File: src/rtl/acx_reg_bus_pkg.sv
// Shared types and constants for the AXI4-Lite to register-bus bridge.
package acx_reg_bus_pkg;

    localparam int BUS_DATA_WIDTH = 32;
    localparam int STRB_WIDTH     = BUS_DATA_WIDTH / 8;

    localparam logic [1:0] RESP_OKAY   = 2'b00;
    localparam logic [1:0] RESP_SLVERR = 2'b10;

    typedef enum logic [2:0] {
        ST_IDLE,
        ST_WR_ACC,
        ST_RD_ACC,
        ST_WR_RESP,
        ST_RD_RESP,
        ST_GAP
    } reg_bridge_state_t;

endpackage

File: src/rtl/acx_axi_hold_reg.sv
// One-entry valid/ready holding register; loads on handshake, empties on i_free.
// Ready stays low until the first clock after reset, then tracks !full.
module acx_axi_hold_reg #(
    parameter int WIDTH = 32
) (
    input  logic             i_clk,
    input  logic             i_rst,
    input  logic [WIDTH-1:0] i_dat,
    input  logic             i_vld,
    output logic             o_rdy,
    input  logic             i_free,
    output logic             o_full,
    output logic [WIDTH-1:0] o_dat
);

    logic live;

    always_ff @(posedge i_clk or posedge i_rst) begin
        if (i_rst) begin
            live   <= 1'b0;
            o_full <= 1'b0;
            o_dat  <= '0;
        end else begin
            live <= 1'b1;
            if (i_vld && o_rdy) begin
                o_full <= 1'b1;
                o_dat  <= i_dat;
            end else if (i_free) begin
                o_full <= 1'b0;
            end
        end
    end

    assign o_rdy = live && !o_full;

endmodule

File: src/rtl/acx_axi_slave_reg_bridge.sv
// AXI4-Lite slave driving the register strobe bus, one access at a time, with hit timeout.
// Write/read alternate when both are pending; a one-cycle GAP swallows the trailing decode hit.
module acx_axi_slave_reg_bridge
    import acx_reg_bus_pkg::*;
#(
    parameter int                        TGT_ADDR_WIDTH = 28,
    parameter int                        TGT_DATA_WIDTH = 32,
    parameter int                        TIMEOUT_CYCLES = 16,
    parameter logic [TGT_DATA_WIDTH-1:0] TIMEOUT_DATA   = 32'hDEAD_BEEF
) (
    input  logic                      i_clk,
    input  logic                      i_rst,
    input  logic [TGT_ADDR_WIDTH-1:0] i_awaddr,
    input  logic                      i_awvalid,
    output logic                      o_awready,
    input  logic [TGT_DATA_WIDTH-1:0] i_wdata,
    input  logic [STRB_WIDTH-1:0]     i_wstrb,
    input  logic                      i_wvalid,
    output logic                      o_wready,
    output logic [1:0]                o_bresp,
    output logic                      o_bvalid,
    input  logic                      i_bready,
    input  logic [TGT_ADDR_WIDTH-1:0] i_araddr,
    input  logic                      i_arvalid,
    output logic                      o_arready,
    output logic [TGT_DATA_WIDTH-1:0] o_rdata,
    output logic [1:0]                o_rresp,
    output logic                      o_rvalid,
    input  logic                      i_rready,
    output logic [STRB_WIDTH-1:0]     o_wr,
    output logic                      o_rd,
    output logic [TGT_ADDR_WIDTH-1:0] o_addr,
    output logic [TGT_DATA_WIDTH-1:0] o_write_data,
    input  logic                      i_addr_hit,
    input  logic [TGT_DATA_WIDTH-1:0] i_read_data
);

    localparam int CNT_W = ($clog2(TIMEOUT_CYCLES) + 1 < 5) ? 5 : $clog2(TIMEOUT_CYCLES) + 1;
    localparam int WH_W  = STRB_WIDTH + TGT_DATA_WIDTH;

    reg_bridge_state_t state, state_nxt;

    logic                      aw_full, w_full, ar_full;
    logic                      free_aw, free_w, free_ar;
    logic [TGT_ADDR_WIDTH-1:0] aw_dat, ar_dat;
    logic [WH_W-1:0]           w_dat;
    logic [STRB_WIDTH-1:0]     w_strb;

    logic [STRB_WIDTH-1:0]     wr_nxt;
    logic                      rd_nxt;
    logic [TGT_ADDR_WIDTH-1:0] addr_nxt;
    logic [TGT_DATA_WIDTH-1:0] wdat_nxt, rdata_nxt;
    logic [1:0]                resp, resp_nxt;
    logic [CNT_W-1:0]          cnt, cnt_nxt;
    logic                      last_wr, last_wr_nxt;
    logic                      wr_pend, rd_pend;

    acx_axi_hold_reg #(.WIDTH(TGT_ADDR_WIDTH)) u_aw_hold (
        .i_clk(i_clk), .i_rst(i_rst), .i_dat(i_awaddr), .i_vld(i_awvalid), .o_rdy(o_awready),
        .i_free(free_aw), .o_full(aw_full), .o_dat(aw_dat)
    );

    acx_axi_hold_reg #(.WIDTH(WH_W)) u_w_hold (
        .i_clk(i_clk), .i_rst(i_rst), .i_dat({i_wstrb, i_wdata}), .i_vld(i_wvalid), .o_rdy(o_wready),
        .i_free(free_w), .o_full(w_full), .o_dat(w_dat)
    );

    acx_axi_hold_reg #(.WIDTH(TGT_ADDR_WIDTH)) u_ar_hold (
        .i_clk(i_clk), .i_rst(i_rst), .i_dat(i_araddr), .i_vld(i_arvalid), .o_rdy(o_arready),
        .i_free(free_ar), .o_full(ar_full), .o_dat(ar_dat)
    );

    assign wr_pend = aw_full && w_full;
    assign rd_pend = ar_full;
    assign w_strb  = w_dat[TGT_DATA_WIDTH +: STRB_WIDTH];

    always_ff @(posedge i_clk or posedge i_rst) begin
        if (i_rst) begin
            state        <= ST_IDLE;
            o_wr         <= '0;
            o_rd         <= 1'b0;
            o_addr       <= '0;
            o_write_data <= '0;
            o_rdata      <= '0;
            resp         <= RESP_OKAY;
            cnt          <= '0;
            last_wr      <= 1'b0;
        end else begin
            state        <= state_nxt;
            o_wr         <= wr_nxt;
            o_rd         <= rd_nxt;
            o_addr       <= addr_nxt;
            o_write_data <= wdat_nxt;
            o_rdata      <= rdata_nxt;
            resp         <= resp_nxt;
            cnt          <= cnt_nxt;
            last_wr      <= last_wr_nxt;
        end
    end

    always_comb begin
        state_nxt   = state;
        wr_nxt      = o_wr;
        rd_nxt      = o_rd;
        addr_nxt    = o_addr;
        wdat_nxt    = o_write_data;
        rdata_nxt   = o_rdata;
        resp_nxt    = resp;
        cnt_nxt     = cnt;
        last_wr_nxt = last_wr;
        free_aw     = 1'b0;
        free_w      = 1'b0;
        free_ar     = 1'b0;
        case (state)
            ST_IDLE: begin
                if (wr_pend && (!rd_pend || !last_wr)) begin
                    free_aw     = 1'b1;
                    free_w      = 1'b1;
                    last_wr_nxt = 1'b1;
                    cnt_nxt     = '0;
                    addr_nxt    = {aw_dat[TGT_ADDR_WIDTH-1:2], 2'b00};
                    wdat_nxt    = w_dat[TGT_DATA_WIDTH-1:0];
                    // An all-zero strobe write touches nothing, so it completes without a bus access.
                    if (w_strb == '0) begin
                        resp_nxt  = RESP_OKAY;
                        state_nxt = ST_WR_RESP;
                    end else begin
                        wr_nxt    = w_strb;
                        state_nxt = ST_WR_ACC;
                    end
                end else if (rd_pend) begin
                    free_ar     = 1'b1;
                    last_wr_nxt = 1'b0;
                    cnt_nxt     = '0;
                    addr_nxt    = {ar_dat[TGT_ADDR_WIDTH-1:2], 2'b00};
                    rd_nxt      = 1'b1;
                    state_nxt   = ST_RD_ACC;
                end
            end
            ST_WR_ACC, ST_RD_ACC: begin
                if (i_addr_hit) begin
                    wr_nxt   = '0;
                    rd_nxt   = 1'b0;
                    resp_nxt = RESP_OKAY;
                    if (state == ST_RD_ACC) rdata_nxt = i_read_data;
                    state_nxt = (state == ST_WR_ACC) ? ST_WR_RESP : ST_RD_RESP;
                end else if (cnt == CNT_W'(TIMEOUT_CYCLES - 1)) begin
                    wr_nxt   = '0;
                    rd_nxt   = 1'b0;
                    resp_nxt = RESP_SLVERR;
                    if (state == ST_RD_ACC) rdata_nxt = TIMEOUT_DATA;
                    state_nxt = (state == ST_WR_ACC) ? ST_WR_RESP : ST_RD_RESP;
                end else if (cnt != {CNT_W{1'b1}}) begin
                    cnt_nxt = cnt + 1'b1;
                end
            end
            ST_WR_RESP: if (i_bready) state_nxt = ST_GAP;
            ST_RD_RESP: if (i_rready) state_nxt = ST_GAP;
            ST_GAP:     state_nxt = ST_IDLE;
            default:    state_nxt = ST_IDLE;
        endcase
    end

    assign o_bvalid = (state == ST_WR_RESP);
    assign o_rvalid = (state == ST_RD_RESP);
    assign o_bresp  = o_bvalid ? resp : RESP_OKAY;
    assign o_rresp  = o_rvalid ? resp : RESP_OKAY;

endmodule

File: config.mk
export PLATFORM = sky130hd
export DESIGN_NAME = acx_axi_slave_reg_bridge
export DESIGN_NICKNAME = d
export VERILOG_FILES = /design/src/rtl/acx_reg_bus_pkg.sv /design/src/rtl/acx_axi_hold_reg.sv /design/src/rtl/acx_axi_slave_reg_bridge.sv
export SDC_FILE = /design/constraint.sdc
export NUM_CORES = 1
export LEC_CHECK = 0
export ABC_CLOCK_PERIOD_IN_PS = 14400
export CAP_MARGIN = 25
export CELL_PAD_IN_SITES_DETAIL_PLACEMENT = 1
export CELL_PAD_IN_SITES_GLOBAL_PLACEMENT = 1
export CORE_UTILIZATION = 37
export CTS_CLUSTER_SIZE = 30
export DETAILED_ROUTE_END_ITERATION = 10
export GPL_ROUTABILITY_DRIVEN = 1
export PLACE_DENSITY_LB_ADDON = 0.1
export REMOVE_ABC_BUFFERS = 1
export SLEW_MARGIN = 5
export SYNTH_ARGS = -nofsm -noshare
export SYNTH_HDL_FRONTEND = slang
export SYNTH_SLANG_ARGS = --single-unit
File: constraint.sdc
create_clock -name i_clk -period 14.4 [get_ports i_clk]
set_input_delay 2.88 -clock i_clk [delete_from_list [all_inputs] [get_ports i_clk]]
set_output_delay 2.88 -clock i_clk [all_outputs]
set_load 0.02 [all_outputs]
==> flow_summary.yaml <==
# flow metrics
status:
  status: "completed"
synth:
  netlist_area_sq_mm: 0.00775
  synthArstFlopShare_pct: 100
  synth_seq_share_pct: 63.6
  top_cell_area_share_pct: 63.6
  yosys_warnings: 0
grt:
  overflow: 0
final_timing:
  slew_headroom_pct: 37.3
  tns_ns: 0
  fin_skew_ns: 0.0125
  finalCriticalPeriod_ns: 5.05
clock_network:
  numCtsBuffers: 17
  h-tree-depth: 4
  cts_resized: 0
  clk_latency_ns: 0.44
final_layout:
  regArea_sq_mm: 0.00493
  comb_share_pct: 24.4
  fillers: 2090
  fin_util_pct: 53.7
  sh_seq_area_pct: 45.1
  area_growth_pct: 41.1
  num-clock-buffers: 19
  mostFrequentLayoutCell: "clkdlybuf4s50_1"
  inv_count: 6
die:
  ios: 238
  num_rows: 52
  die_w_um: 147
critical_path:
  crit_path_end_kind: "output port"
  arrival_ns: 2.17
  critPathMaxFanout: 11
power:
  finalPower_mw: 2.46
detailed_routing:
  first_iter_violations: 175
  drt-met1-wl_mm: 7.88
  first_pass_iters: 4
placement:
  gp_congestion: 0.782
run:
  max_cap_viol_count: 0
-- metal layers --
layer | GRT usage (%) | vias up
met3 | 5.87 | 29
met5 | 0 | -
li1 | - | 2558
met2 | 35.7 | 138
met4 | 6.98 | 0
met1 | 22.7 | 2749
-- report_power, final --
part	internal [mW]	total, mW	switching, mW
logic	0.505	1.01	0.509
registers	0.816	0.969	0.152
clock network	0.254	0.476	0.222
-- flip-flops by register name, summed over array words and instances, names as in the netlist, 3 cells and up --
register and flops:
cnt 5, o_rdata 32, o_wr 4, o_addr 26
state 3, u_w_hold.o_dat 36, u_aw_hold.o_dat 26, o_write_data 32
u_ar_hold.o_dat 26
-- worst max-delay path: stages (launching register included) --
cell             delay (ns)
dfrtp_1                0.48
nor2b_1                0.42
and3_1                 0.22
clkdlybuf4s50_1        0.61
-- final timing paths --
kind / start / to / slack (ns)
max in group asynchronous: i_rst / o_write_data[28] / 10.20
min reg2reg: u_w_hold.o_dat[24] / o_write_data[24] / 0.47
max: state[2] / o_bresp[1] / 9.35
min: u_w_hold.o_dat[24] / o_write_data[24] / 0.47
max reg2reg: state[0] / o_write_data[27] / 11.70
min in group asynchronous: i_rst / u_ar_hold.o_dat[13] / 2.98
-- cell families (layout without fill, tap and decap cells) --
kind of cell	Yosys count	count (layout)	share of synthesized area, %
other	2	5	0.0969
XOR/XNOR	1	1	0.113
buffers and inverters	42	276	2.32
AND/OR/NAND/NOR	175	175	9.41
multiplexers	116	116	16.4
AND-OR/OR-AND	81	81	7.55
flip-flops	197	197	63.6
adder cells (fa/ha/maj)	3	3	0.484
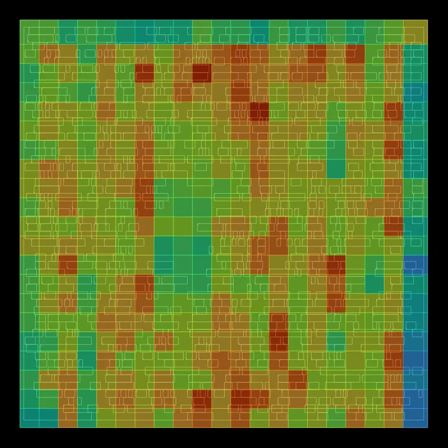
*Track usage over the die*
wire length per cell: 18.0 um
GRT Resource Usage Total: 20.0%

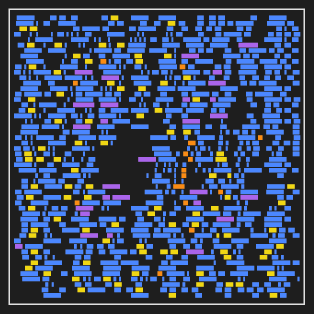
*Sizing map*
Scale: 2 px per um.
legend:
  blue:
    size: drive 1 or less
    cells: 717
    share: 84%
  purple:
    size: drive 6 and up
    cells: 28
    share: 3.3%
  orange:
    size: drive 3 to 4
    cells: 15
    share: 1.8%
  yellow:
    size: drive 2
    cells: 94
    share: 11%

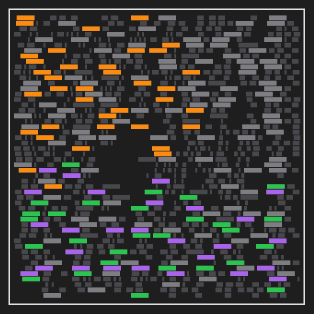
*Hierarchy map of the flops*
Scale: 2 px per um.
legend:
  orange:
    scope: u_w_hold
    placed_flops: 37
  purple:
    scope: u_aw_hold
    placed_flops: 27
  green:
    scope: u_ar_hold
    placed_flops: 28

Power and IR drop assume default switching activity.
